### config.mk
export PLATFORM = sky130hd
export DESIGN_NAME = bin_gray_counter_flat
export DESIGN_NICKNAME = d
export VERILOG_FILES = /design/src/rtl/bin_gray_counter_pkg.sv /design/src/rtl/bin_gray_counter_if.sv /design/src/rtl/bin_gray_counter_bin_gray.sv /design/src/rtl/bin_gray_counter.sv /design/src/flat_wrapper.sv
export SDC_FILE = /design/constraint.sdc
export NUM_CORES = 1
export LEC_CHECK = 0
export CELL_PAD_IN_SITES_DETAIL_PLACEMENT = 1
export CELL_PAD_IN_SITES_GLOBAL_PLACEMENT = 2
export CORE_AREA = 2 2 47 49
export CTS_CLUSTER_SIZE = 40
export DETAILED_ROUTE_END_ITERATION = 12
export DIE_AREA = 0 0 49 51
export PLACE_DENSITY = 0.81
export RECOVER_POWER = 100
export SYNTH_ARGS = -nofsm -noshare
export SYNTH_HDL_FRONTEND = slang
export SYNTH_SLANG_ARGS = --single-unit
### constraint.sdc
create_clock -name clk -period 1.8 [get_ports clk]
set_input_delay 0.45 -clock clk [delete_from_list [all_inputs] [get_ports clk]]
set_output_delay 0.45 -clock clk [all_outputs]
set_load 0.02 [all_outputs]
### src/rtl/bin_gray_counter_pkg.sv
// +------------------------------------------------------------------+
// | bin_gray_counter_pkg: shared width default and bin-to-Gray helper  |
// | Rev 1.0                                                            |
// +------------------------------------------------------------------+
`default_nettype none

package bin_gray_counter_pkg;

  localparam int WIDTH_DEF = 4;
  localparam int WIDTH_MAX = 16;

  // Operates on the widest legal code; callers zero-extend and truncate.
  function automatic logic [WIDTH_MAX-1:0] bin2gray(input logic [WIDTH_MAX-1:0] b);
    return b ^ (b >> 1);
  endfunction

endpackage

`default_nettype wire

### src/rtl/bin_gray_counter_if.sv
// +------------------------------------------------------------------+
// | bin_gray_counter_if: control and count bus of the Gray counter     |
// | Rev 1.0                                                            |
// +------------------------------------------------------------------+
`default_nettype none

interface bin_gray_counter_if
  import bin_gray_counter_pkg::*;
#(
  parameter int WIDTH = WIDTH_DEF
);

  logic             en;
  logic             up;
  logic             load;
  logic [WIDTH-1:0] load_bin;
  logic [WIDTH-1:0] bin;
  logic [WIDTH-1:0] g;
  logic             wrap;

  modport master (
    output en, up, load, load_bin,
    input  bin, g, wrap
  );

  modport slave (
    input  en, up, load, load_bin,
    output bin, g, wrap
  );

endinterface

`default_nettype wire

### src/rtl/bin_gray_counter_bin_gray.sv
// +------------------------------------------------------------------+
// | bin_gray: combinational binary-to-Gray converter                   |
// | Rev 1.0                                                            |
// +------------------------------------------------------------------+
`default_nettype none

module bin_gray
  import bin_gray_counter_pkg::*;
#(
  parameter int WIDTH = WIDTH_DEF
) (
  input  wire logic [WIDTH-1:0] b,
  output logic      [WIDTH-1:0] g
);

  assign g = WIDTH'(bin2gray(WIDTH_MAX'(b)));

endmodule

`default_nettype wire

### src/rtl/bin_gray_counter.sv
// +------------------------------------------------------------------+
// | bin_gray_counter: up/down loadable counter with registered Gray    |
// | code and wrap pulse. Rev 1.0                                       |
// +------------------------------------------------------------------+
`default_nettype none

module bin_gray_counter
  import bin_gray_counter_pkg::*;
#(
  parameter int WIDTH = WIDTH_DEF
) (
  input  wire logic          clk,
  input  wire logic          rst_n,
  bin_gray_counter_if.slave  bus
);

  logic [WIDTH-1:0] cnt_bin;
  logic [WIDTH-1:0] cnt_gray;
  logic             cnt_wrap;

  logic [WIDTH-1:0] bin_nxt;
  logic [WIDTH-1:0] gray_nxt;
  logic             wrap_nxt;

  // Load wins over counting and never reports a wrap, whatever the loaded value.
  always_comb begin
    bin_nxt  = cnt_bin;
    wrap_nxt = 1'b0;
    if (bus.load) begin
      bin_nxt = bus.load_bin;
    end else if (bus.en) begin
      if (bus.up) begin
        bin_nxt  = cnt_bin + WIDTH'(1);
        wrap_nxt = &cnt_bin;
      end else begin
        bin_nxt  = cnt_bin - WIDTH'(1);
        wrap_nxt = ~|cnt_bin;
      end
    end
  end

  // Gray is derived from the next binary value so both land on the same edge.
  bin_gray #(
    .WIDTH (WIDTH)
  ) u_bin_gray (
    .b (bin_nxt),
    .g (gray_nxt)
  );

  always_ff @(posedge clk or negedge rst_n) begin
    if (!rst_n) begin
      cnt_bin  <= '0;
      cnt_gray <= '0;
      cnt_wrap <= 1'b0;
    end else begin
      cnt_bin  <= bin_nxt;
      cnt_gray <= gray_nxt;
      cnt_wrap <= wrap_nxt;
    end
  end

  assign bus.bin  = cnt_bin;
  assign bus.g    = cnt_gray;
  assign bus.wrap = cnt_wrap;

endmodule

`default_nettype wire

### src/flat_wrapper.sv
// flat-port wrapper written by rule: the top's interface ports become plain ports
module bin_gray_counter_flat import bin_gray_counter_pkg::*;
#(
  parameter int WIDTH = WIDTH_DEF
)
  (clk, rst_n, bus_en, bus_up, bus_load, bus_load_bin, bus_bin, bus_g, bus_wrap);
  bin_gray_counter_if #(.WIDTH(WIDTH)) bus_i ();
  input  wire logic clk;
  input  wire logic rst_n;
  input wire logic [$bits(bus_i.en)-1:0] bus_en;
  input wire logic [$bits(bus_i.up)-1:0] bus_up;
  input wire logic [$bits(bus_i.load)-1:0] bus_load;
  input wire logic [$bits(bus_i.load_bin)-1:0] bus_load_bin;
  output wire logic [$bits(bus_i.bin)-1:0] bus_bin;
  output wire logic [$bits(bus_i.g)-1:0] bus_g;
  output wire logic [$bits(bus_i.wrap)-1:0] bus_wrap;
  assign bus_i.en = bus_en;
  assign bus_i.up = bus_up;
  assign bus_i.load = bus_load;
  assign bus_i.load_bin = bus_load_bin;
  assign bus_bin = bus_i.bin;
  assign bus_g = bus_i.g;
  assign bus_wrap = bus_i.wrap;
  bin_gray_counter #(.WIDTH(WIDTH)) u_core (.clk(clk), .rst_n(rst_n), .bus(bus_i));
endmodule
Fig. 1: power grid
Bar = 10 um. Pins as bars on the die edge.
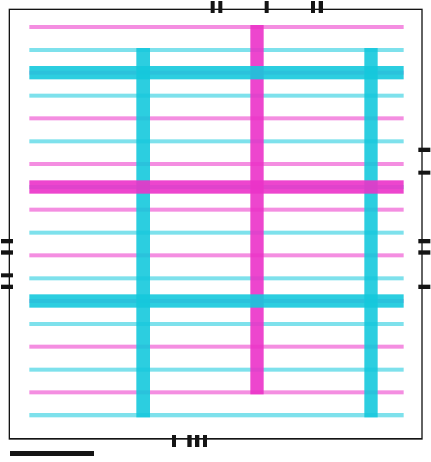
[VSS] cyan
[VDD] magenta
met4 straps: 3
signal pins: 18
met1 rails: 18
rows: 17

==> reports/writeup.txt <==
CTS root buffer: clkbuf_4. In this run the post-CTS setup repair buffer count came out at 0. Peak supply drop: 391.1 uV.

The number of diodes is 0, and the routed length per instance is 11.79 um. The average instance in the mapped netlist occupies 10.78 um^2. Per the synthesis report, the AND-OR/OR-AND share of the synthesized area is 9.392%. The post-synth count of flops with an enable pin is 0.

The run gives 0 as the sum of overflow across all layers after global routing. Wire length on met2: 580 um. With the sequential area share after synthesis at 44.20%, the routed wire length is 1.155 mm.

Subtracting the final worst setup slack from the clock period gives 1.744 ns. For the final number of hold-violating endpoints, the log shows 0. TritonCTS built the clock tree. The logs give 0.002063 mm^2 for the area of the core region and 42 for the number of cells produced by synthesis. The run gives 2 for the total iterations of the first detailed-routing run.

Cells with a size suffix above 1 make up 21.43% of the layout. The first global-routing pass estimated 1.890 mm of wire. The clock net in this run drives a total of 8 sinks. Setup repair after global routing left no endpoint under its margin.

The flow ran to the end, and the final reports show no timing, DRC or antenna violations. The final layout net count was 84. The run gives 2 for the number of DRC violations after detailed-routing iteration 0. The end point of the critical path is u_core.bus.g[2]. Once detail routing completed, the nets flagged for antenna violations numbered 0. Per the TritonCTS log, the buffer count is 3. Proportion of netlist area held by the largest area contributor: 44.20%.

The biggest combinational cell group after synthesis is simple AND/OR/NAND/NOR gates. With the met1 capacity usage during global routing at 12.04%, the netlist area before placement is 452.9 um^2. Yosys reported a register bit count of 8. Once placement completed, the tool counted placed cells totaling 95. The commonest cells after synthesis are 8 x dfrtp_1, 4 x nor2_1, 4 x xnor2_1.

For the pin with the worst max-slew slack, the measured transition is 0.3608 ns. For the overall die area, the log shows 0.002499 mm^2. The capturing element type of the critical path is a flip-flop. The worst path uses 96.88% of the clock period.

Sorting the Yosys area breakdown by cell type puts at the top dfrtp_1. The critical path's top delay family was simple AND/OR/NAND/NOR gates. The run gives 4 for the largest fanout on the critical path. Path depth of the worst reg2reg path: 5. The XOR/XNOR share of the synthesized area was 11.60%.
Fig. 2: placement by cell class
Bar = 10 um.
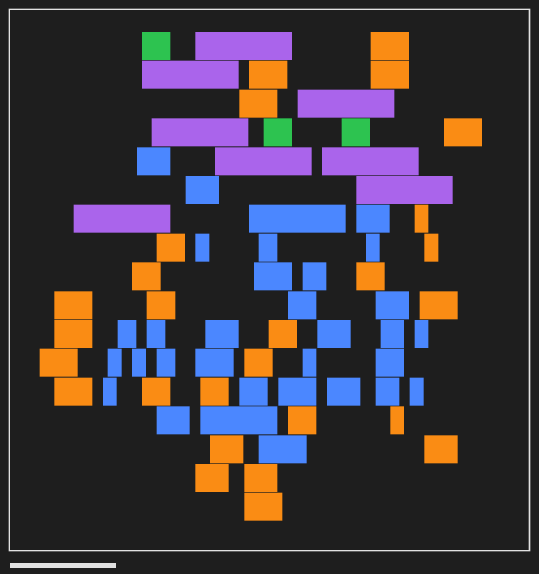
[other buffers and delay cells] orange | cells: 27 | share of their area: 32%
[all other logic] blue | cells: 32 | share of their area: 36%
[flip-flops] purple | cells: 8 | share of their area: 29%
[cells driving clock nets] green | cells: 3 | share of their area: 3.2%

cell families after synthesis:
| group | count (synthesis) |
|---|---|
| AOI/OAI and AO/OA | 7 |
| xor gates and xnor gates | 6 |
| adders and majority gates | 3 |
| buffers and inverters | 4 |
| DFF | 8 |
| muxes | 2 |
| and+or+nand+nor | 12 |
report_power, final:
part	total, mW	internal, mW	leakage (nW)	switching (mW)
logic	0.279	0.137	0.224	0.142
registers	0.242	0.215	0.0972	0.0270
clock network	0.134	0.0761	0.0138	0.0575
timing repair:
item	in CTS	in global routing
hold buffers	0	0
setup endpoints to repair	8	2
gates resized	8	2
layout make-up:
type                    instances  area (um^2)
flip-flops and latches          8        200.2
clock buffers                   3        22.52
multi-input cells              30        241.5
inverters                       2        7.507
fillers                       249         1333
well taps                      28        35.03
repair buffers                 27        224.0
Power is estimated from default activity; no workload was simulated.
